Run 1, clock network drawn from the DEF:
Scale bar: 20 um.
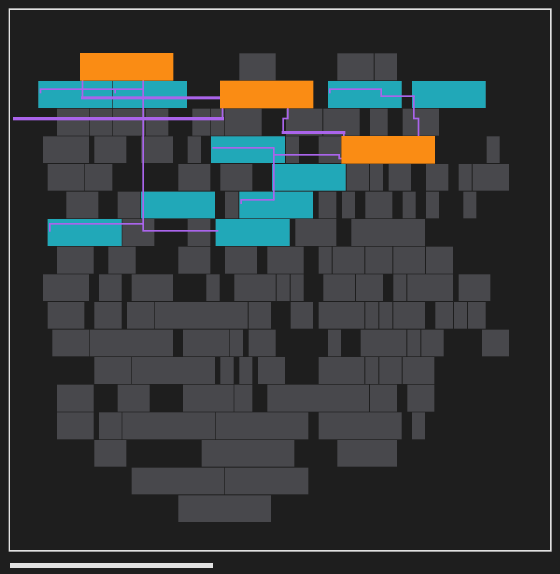
Run 1, cells by drive strength:
Scale bar: 20 um.
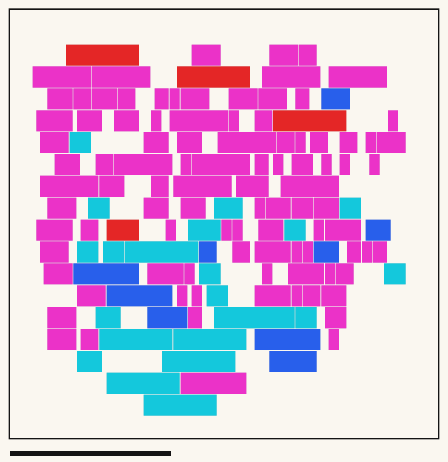
Run 1, sequential cells grouped by signal name:
Other sequential cells in the stronger grey, the rest of the logic in the fainter grey.
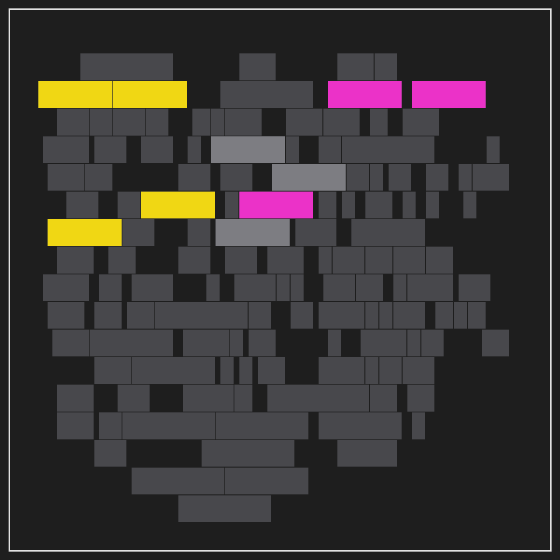
Run 1, logic cells by family:
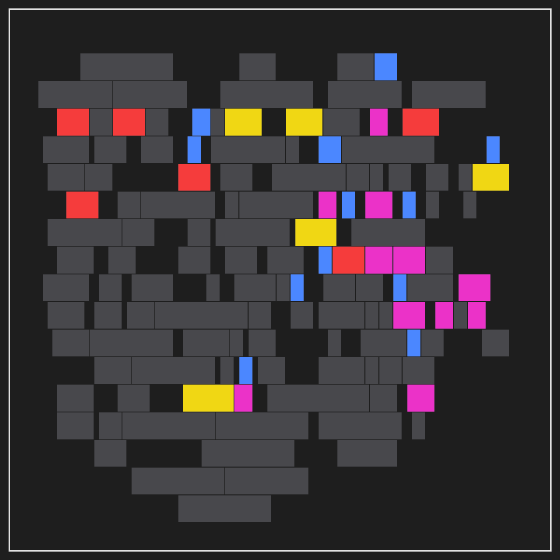
File: src/rtl/sd_pkg.sv
// ============================================================================
// Module : sd_pkg
// Brief  : Shared constants and helper functions for the sigma-delta blocks.
// Rev    : 1.0  initial release
// ============================================================================
`default_nettype none

package sd_pkg;

  localparam int SD_MAX_CH = 64;

  // Smallest r with 2**r >= v (returns 0 for v <= 1).
  function automatic int clog2(input int v);
    int r;
    r = 0;
    for (int i = 0; i < 31; i++) begin
      if ((1 << i) < v) r = i + 1;
    end
    return r;
  endfunction

  function automatic int popcount(input logic [SD_MAX_CH-1:0] v);
    int c;
    c = 0;
    for (int i = 0; i < SD_MAX_CH; i++) begin
      if (v[i]) c++;
    end
    return c;
  endfunction

endpackage

`default_nettype wire

File: src/rtl/sd_popcount.sv
// ============================================================================
// Module : sd_popcount
// Brief  : Combinational population count built as a balanced adder tree.
// Rev    : 1.0  initial release
// ============================================================================
`default_nettype none

module sd_popcount
  import sd_pkg::*;
#(
  parameter int NUM_CH = 4,
  parameter int CW     = 3
) (
  input  logic [NUM_CH-1:0] bits_i,
  output logic [CW-1:0]     cnt_o
);

  localparam int LV = (NUM_CH > 1) ? clog2(NUM_CH) : 1;
  localparam int NP = 1 << LV;

  logic [NP-1:0] vp;
  logic [CW-1:0] t [NP];

  assign vp = NP'(bits_i);

  // In-place tree: pass l folds 2**(l+1) partial sums into 2**l.
  always_comb begin
    for (int i = 0; i < NP; i++) begin
      t[i] = CW'(vp[i]);
    end
    for (int l = LV - 1; l >= 0; l--) begin
      for (int i = 0; i < (1 << l); i++) begin
        t[i] = t[2*i] + t[2*i+1];
      end
    end
    cnt_o = t[0];
  end

endmodule

`default_nettype wire

File: src/rtl/sd_average_n.sv
// ============================================================================
// Module : sd_average_n
// Brief  : N-channel sigma-delta averager with mask, normalisation and
//          optional popcount pipeline stage.
// Rev    : 1.0  initial release
// ============================================================================
`default_nettype none

module sd_average_n
  import sd_pkg::*;
#(
  parameter int NUM_CH = 4,
  parameter int PIPE   = 0
) (
  input  logic              clk,
  input  logic              rst,
  input  logic              en,
  input  logic [NUM_CH-1:0] in,
  input  logic [NUM_CH-1:0] mask,
  input  logic              norm,
  output logic              sd_out
);

  localparam int CW = clog2(NUM_CH + 1);
  localparam int AW = clog2(2 * NUM_CH);
  localparam logic [CW-1:0] NCH_CW = CW'(NUM_CH);
  localparam logic [AW-1:0] NCH_AW = AW'(NUM_CH);

  logic [CW-1:0] act_cnt;
  logic [CW-1:0] mask_cnt;
  logic [CW-1:0] muted;

  logic [AW-1:0] cnt_c, div_c;
  logic          chg_c;

  logic [AW-1:0] cnt_s, div_s;
  logic          chg_s, mid_s;

  logic [AW-1:0] acc_q, acc_d;
  logic [AW-1:0] a, s;
  logic          sd_q, sd_d;
  logic          mid_q, mid_d;
  logic [NUM_CH-1:0] mask_q;
  logic          norm_q;

  sd_popcount #(.NUM_CH(NUM_CH), .CW(CW)) u_pc_act (
    .bits_i (in & mask),
    .cnt_o  (act_cnt)
  );

  sd_popcount #(.NUM_CH(NUM_CH), .CW(CW)) u_pc_mask (
    .bits_i (mask),
    .cnt_o  (mask_cnt)
  );

  assign muted = NCH_CW - mask_cnt;

  // Muted channels feed the midscale toggle so fixed-gain mode keeps its gain.
  always_comb begin
    cnt_c = AW'(act_cnt);
    div_c = NCH_AW;
    if (norm) begin
      div_c = AW'(mask_cnt);
    end else if (mid_q) begin
      cnt_c = AW'(act_cnt) + AW'(muted);
    end
  end

  assign chg_c = (mask != mask_q) || (norm != norm_q);

  generate
    if (PIPE != 0) begin : g_pipe
      logic [AW-1:0] cnt_p_q, div_p_q;
      logic          chg_p_q, mid_p_q;

      always_ff @(posedge clk) begin
        if (rst) begin
          cnt_p_q <= '0;
          div_p_q <= '0;
          chg_p_q <= 1'b0;
          mid_p_q <= 1'b0;
        end else if (en) begin
          cnt_p_q <= cnt_c;
          div_p_q <= div_c;
          chg_p_q <= chg_c;
          mid_p_q <= mid_q;
        end
      end

      assign cnt_s = cnt_p_q;
      assign div_s = div_p_q;
      assign chg_s = chg_p_q;
      assign mid_s = mid_p_q;
    end else begin : g_nopipe
      assign cnt_s = cnt_c;
      assign div_s = div_c;
      assign chg_s = chg_c;
      assign mid_s = mid_q;
    end
  endgenerate

  // s never exceeds 2*D-1, so AW bits always hold it.
  always_comb begin
    a     = chg_s ? '0 : acc_q;
    s     = a + cnt_s;
    mid_d = ~mid_q;
    if (div_s == '0) begin
      sd_d  = mid_s;
      acc_d = '0;
    end else if (s >= div_s) begin
      sd_d  = 1'b1;
      acc_d = s - div_s;
    end else begin
      sd_d  = 1'b0;
      acc_d = s;
    end
  end

  always_ff @(posedge clk) begin
    if (rst) begin
      acc_q  <= '0;
      sd_q   <= 1'b0;
      mid_q  <= 1'b0;
      mask_q <= '1;
      norm_q <= 1'b0;
    end else if (en) begin
      acc_q  <= acc_d;
      sd_q   <= sd_d;
      mid_q  <= mid_d;
      mask_q <= mask;
      norm_q <= norm;
    end
  end

  assign sd_out = sd_q;

endmodule

`default_nettype wire

File: config.mk
export PLATFORM = sky130hd
export DESIGN_NAME = sd_average_n
export DESIGN_NICKNAME = d
export VERILOG_FILES = /design/src/rtl/sd_pkg.sv /design/src/rtl/sd_popcount.sv /design/src/rtl/sd_average_n.sv
export SDC_FILE = /design/constraint.sdc
export NUM_CORES = 1
export LEC_CHECK = 0
export CORE_MARGIN = 2
export CORE_UTILIZATION = 40
export CTS_BUF_LIST = sky130_fd_sc_hd__clkbuf_16
export DETAILED_ROUTE_END_ITERATION = 6
export GPL_ROUTABILITY_DRIVEN = 0
export PLACE_DENSITY = 0.63
export SLEW_MARGIN = 20
export SYNTH_ARGS = -nofsm -noshare
export SYNTH_HDL_FRONTEND = slang
export SYNTH_HIERARCHICAL = 1
export SYNTH_SLANG_ARGS = --single-unit
File: constraint.sdc
create_clock -name clk -period 4.85 [get_ports clk]
set_clock_uncertainty 0.15 [all_clocks]
set_input_delay 0.485 -clock clk [delete_from_list [all_inputs] [get_ports clk]]
set_output_delay 0.485 -clock clk [all_outputs]
set_load 0.01 [all_outputs]
==> flow_summary.json, run 1 <==
{
  "holdPathStages": 2,
  "finalClockPeriodUsage": 0.963,
  "netlist_area_sq_um": 968,
  "synth-edff-count": 0,
  "inverters": 9,
  "max_freq_mhz": 214,
  "grt_overflow": 0,
  "use_met1": 0.184,
  "crit_top_cell": "ha_4",
  "worstMarginPinSlew_ns": 0.675,
  "top_usage_layer": "met2",
  "ys_sh_xor": 0.141,
  "dr_wl_met2_um": 1010,
  "ff_count": 10,
  "cp-endpoint": "acc_q[2]$_SDFFE_PP0P_",
  "startpoint_type": "input port",
  "synth.distinct_cells": 34,
  "ys_cells": 107,
  "grt_max_degree": 19,
  "synthAoiAreaFrac": 0.124,
  "synth_dominant_cell_count": "ha_1",
  "ys_sh_mux": 0.0530,
  "comb_area_sq_um": 821,
  "placed_cells": 154,
  "drt_first_pass_iters": 4,
  "fillers": 210,
  "seqPwrFrac": 0.233,
  "track_usage": 0.157,
  "wirelength_um": 1980,
  "switchingPower_w": 0.000122,
  "core_sq_um": 2250,
  "cts_buffers": 3,
  "arrival_ns": 4.64,
  "die_x_um": 53.2,
  "max_stage_delay_ns": 0.45,
  "cp_max_fo": 4,
  "synth.top_cell.area_share": 0.207,
  "die_h_um": 53.2,
  "n_antenna_cell": 0,
  "post-route-min-period_ns": 4.67,
  "wl_per_cell_um": 12.5,
  "cp_num_cells": 18,
  "drv_slew": 0,
  "m1WireLength_um": 863,
  "cts_max_level": 1,
  "ys.flop_type": "dfxtp_1",
  "final_layout_size_suffix_gt1_frac": 0.262,
  "ctsResizeCount": 2,
  "largest_area_cell": "dfxtp_1",
  "tool_warnings": 26,
  "combPwrFrac": 0.428,
  "critical-path-top-delay-family": "adder cells",
  "clock_buffers": 3,
  "dp_hpwl_um": 1550,
  "startpoint": "in[3]",
  "switching_share": 0.292,
  "status": "finished clean",
  "yosys-stat-area_sq_um": 968,
  "numSynthFlops": 10,
  "nonClkBufAreaFrac": 0.154,
  "top_cells_by_area": "dfxtp_1, ha_1, fa_1",
  "vias": 792,
  "mostFrequentLayoutCells": "dfxtp_1, clkdlybuf4s50_1, buf_4, nand2_1, inv_1",
  "rsz0062_at_grt": "no",
  "p_int_w": 0.000295,
  "antenna_found_initial": 0,
  "cp_cell_sequence": "clkdlybuf4s50_1 -> and2_4 -> ha_4 -> fa_2 -> ha_4 -> ha_4 -> ha_4 -> mux2i_2 -> fa_2 -> xnor2_4 -> xnor2_2 -> xor2_1 -> ha_1 -> a21oi_2 -> o211ai_1 -> o21ba_2 -> mux2i_1 -> and3_1",
  "logic_family": "adder cells",
  "min_from": "acc_q[0]$_SDFFE_PP0P_",
  "r2r-end": "acc_q[2]$_SDFFE_PP0P_",
  "cpMaxStageDelayCell": "clkdlybuf4s50_1",
  "drt_iter0_drc": 10,
  "largest_reg_flops": 4,
  "end_kind": "flip-flop",
  "yosysWarnings": 6,
  "nNetsFinal": 159,
  "p_per_area_nw_per_um2": 303,
  "met3_length_um": 97,
  "path_class": "input port to flip-flop",
  "holdBufCountCts": 0,
  "min_path_type": "flip-flop to flip-flop",
  "num_rows": 17,
  "maxUsedRoutingLayer": "met4",
  "worst_r2r_startpoint": "norm_q$_SDFFE_PP0P_",
  "setup_viol": 0,
  "drc_errors": 0,
  "clockBufferDepth": 2,
  "irDropWorstVdd_v": 0.000246,
  "dominant_cells": "logic gates",
  "dpl_cell_area_sq_um": 1190,
  "post_cts_buffers": 1,
  "multi_input_comb_cells": 85,
  "synth_simple_gate_area_share": 0.203,
  "maxSlewHeadroom": 0.549,
  "ys_seq_share": 0.207,
  "cts_tree": "yes",
  "synth_nets": 134,
  "use_met2": 0.284,
  "postRouteAntennaNets": 0,
  "port_buffers": 12,
  "rr_worst_depth": 16,
  "vias_per_cell": 5.01,
  "fp_util": 0.430,
  "grt_pass1_wl_um": 3230,
  "ys_sh_adder": 0.225,
  "async_flop_share": 0,
  "cellLeakagePower_nw": 0.587,
  "cts_root_buffer": "clkbuf_16",
  "chip_area_sq_um": 2830,
  "num_io_pins": 13,
  "hold_viol": 0,
  "met3_usage": 0.0508,
  "grt_pass1_vias": 814,
  "clk_share": 0.0545,
  "reg.largest.list": "mask_q x4, acc_q x3"
}
## Picture notes: 'clock network drawn from the DEF'
- flip-flops: cyan (count 10)
- clock drivers: orange (count 3)
- clock wires: purple (length 143 um)
- routed clock nets: 4
Clock Latency Late Sink: 0.23 ns
Clock Power Share: 0.339
clock-net power: 0.000142 W

## Picture notes: 'cells by drive strength'
- _2 cells: blue (cells 9)
- _3 and _4 cells: cyan (cells 21)
- _6 and larger: red (cells 4)
- _0 and _1 cells: magenta (cells 96)
Worst Slack Setup Final: 0.178 ns
number of signal-net buffers in the layout: 23
final instance area: 1380 sq um
synth-to-layout area growth: 42.1%

## Picture notes: 'sequential cells grouped by signal name'
- acc_q: magenta (flops 3)
- mask_q: yellow (flops 4; where top left)
- not coloured: 3
Final Core Density: 0.610
Seq/total area: 0.145
P_seq: 0.0000970 W
FF/Latch Area: 200 sq um

## Picture notes: 'logic cells by family'
- mux cells: yellow (cells 5)
- nand cells: blue (cells 12)
- non-inverting ao/oa cells: red (cells 6)
- aoi and oai cells: magenta (cells 11; where right middle)
logic share of the area: 0.596
Finished Layout Cells: 158

## run 1: stage by stage
step	hold slack [ns]	utilization	setup slack (ns)	power (W)	TNS (ns)
final	0.331	0.610	0.178	0.000417	0
after CTS	0.333	0.565	0.0107	0.000399	0
after detailed placement	0.318	0.526	-0.433	0.000251	-1.56
after global placement	0.311	0.526	-0.360	0.000245	-1.24
after global routing	0.352	0.610	0.0267	0.000446	0
after floorplan	0.296	-	0.240	0.000199	0
## run 1: power by group through the flow
stage               Sequential [W]  Combinational [W]  Clock [W]
floorplan                0.0000978           0.000101          0
global placement         0.0000980           0.000147          0
detailed placement       0.0000983           0.000153          0
CTS                      0.0000971           0.000157   0.000144
global route             0.0000981           0.000200   0.000148
finish                   0.0000970           0.000179   0.000142
Run 1, clock nets:
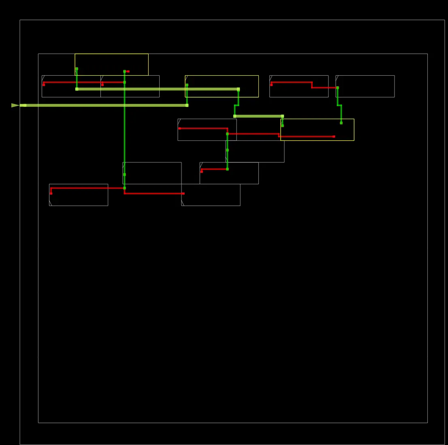

## Run 2: what changed since run 1
Settings changed: CTS_BUF_LIST sky130_fd_sc_hd__clkbuf_16 to not set, DONT_BUFFER_PORTS set to 1, PLACE_DENSITY 0.63 to 0.53.
Clock period 4.85 ns to 5.5 ns, I/O delays scaled along.
Run 2, clock nets:
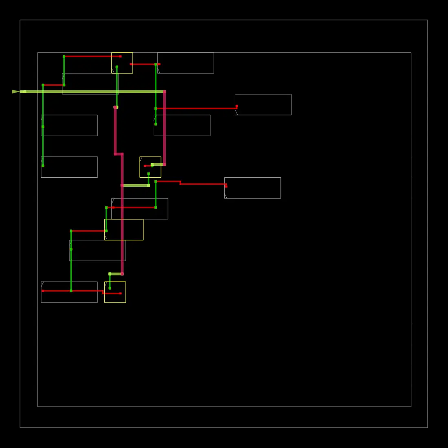
clock tree sinks: 10
Clock Latency Late Sink: 0.27 ns
clock-net power: 0.0000670 W
Flops: 10

Run 2, logic cells by family:
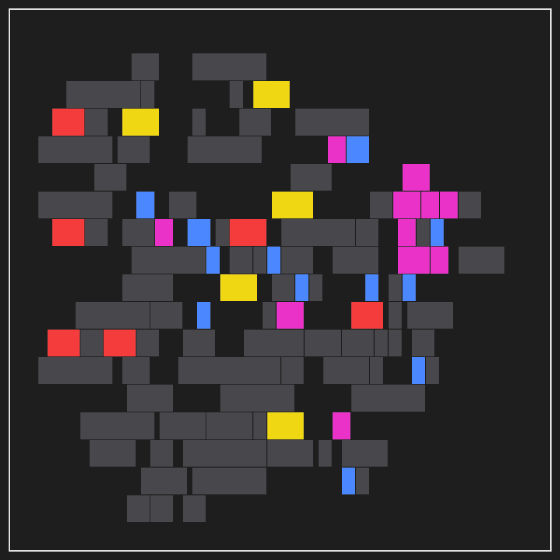
- mux cells: yellow (cells 5)
- nand cells: blue (cells 12)
- aoi and oai cells: magenta (cells 11)
- non-inverting ao/oa cells: red (cells 6; where left middle)
logic share of the area: 0.703
Finished Layout Cells: 136
Top cell excl fill/tap: ha_1

Run 2, clock network drawn from the DEF:
Scale bar: 20 um.
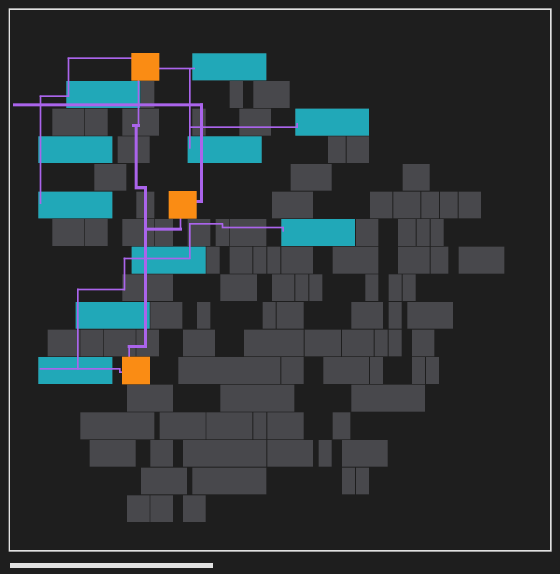
Clock Power Share: 0.260

==> run 2 against run 1 <==
Setup slack better by 0.63 ns. Highest routed layer unchanged. Core utilization down 15 points. Cell area shrank 25%. Non-clock buffer count fell by 23. Critical path depth down 1. First-iteration DRC count up 100%. Die area unchanged. Power decreased by 38%. Largest cell class unchanged. Hold slack worse by 0.14 ns. Global-route usage shrank 0.46 points. Sequential power fell by 12%.
==> flow_summary.json, run 2 <==
{
  "status": "finished clean",
  "m1WireLength_um": 868,
  "chip_area_sq_um": 2830,
  "met3_usage": 0.0395,
  "grt_pass1_wl_um": 2980,
  "post_cts_buffers": 0,
  "track_usage": 0.152,
  "clock_buffers": 4,
  "setup_viol": 0,
  "top_cells_by_area": "dfxtp_1, ha_1, fa_1",
  "multi_input_comb_cells": 85,
  "ys_sh_adder": 0.225,
  "critical-path-top-delay-family": "adder cells",
  "nNetsFinal": 136,
  "finalWorstSetupSlack_ns": 0.811,
  "post-route-util": 0.456,
  "use_met2": 0.218,
  "rr_worst_depth": 16,
  "cts_root_buffer": "clkbuf_4",
  "numSynthFlops": 10,
  "logic_family": "adder cells",
  "cellLeakagePower_nw": 0.457,
  "final_area_sq_um": 1030,
  "p_per_area_nw_per_um2": 251,
  "ys_cells": 107,
  "grt_overflow": 0,
  "synth-edff-count": 0,
  "met3_length_um": 64,
  "fillers": 247,
  "clk_share": 0.0353,
  "arrival_ns": 4.76,
  "cpMaxStageDelayCell": "fa_1",
  "worstMarginPinSlew_ns": 0.403,
  "top_usage_layer": "met2",
  "ys_sh_xor": 0.141,
  "ys_sh_mux": 0.0530,
  "cts_tree": "yes",
  "power_w": 0.000258,
  "ctsResizeCount": 0,
  "drt_first_pass_iters": 4,
  "cts_max_level": 1,
  "comb_area_sq_um": 722,
  "final.setup.tns_ns": 0,
  "vias_per_cell": 5.24,
  "drv_slew": 0,
  "maxSlewHeadroom": 0.730,
  "n_antenna_cell": 0,
  "finalClockPeriodUsage": 0.853,
  "netlist_area_sq_um": 968,
  "dpl_cell_area_sq_um": 991,
  "die_h_um": 53.2,
  "rsz0062_at_grt": "no",
  "dp_hpwl_um": 1410,
  "cp_num_cells": 17,
  "final_layout_size_suffix_gt1_frac": 0.0926,
  "end_kind": "flip-flop",
  "inverters": 9,
  "maxUsedRoutingLayer": "met4",
  "irDropWorstVdd_v": 0.000137,
  "num_io_pins": 13,
  "synth_dominant_cell_count": "ha_1",
  "hold_viol": 0,
  "ys.flop_type": "dfxtp_1",
  "drc_errors": 0,
  "placed_cells": 132,
  "ys_seq_share": 0.207,
  "holdBufCountCts": 0,
  "largest_reg_flops": 4,
  "yosysWarnings": 6,
  "synth.top_cell.area_share": 0.207
}
## run 2: cell counts after synthesis
No cell type changed its count.
## run 2: final timing paths
| kind | from | end |
|---|---|---|
| worst max-delay path | in[2] | acc_q[2]$_SDFFE_PP0P_ |
| worst min-delay path | rst | acc_q[1]$_SDFFE_PP0P_ |
| worst min register to register | acc_q[0]$_SDFFE_PP0P_ | acc_q[0]$_SDFFE_PP0P_ |
| worst max register to register | norm_q$_SDFFE_PP0P_ | acc_q[2]$_SDFFE_PP0P_ |
## run 2: where the power goes
group          switching (W)  internal, W   total, W
registers         0.00000516    0.0000804  0.0000855
clock network      0.0000268    0.0000402  0.0000670
logic              0.0000532    0.0000520   0.000105
total              0.0000852     0.000173   0.000258
Power is estimated from default activity; no workload was simulated.
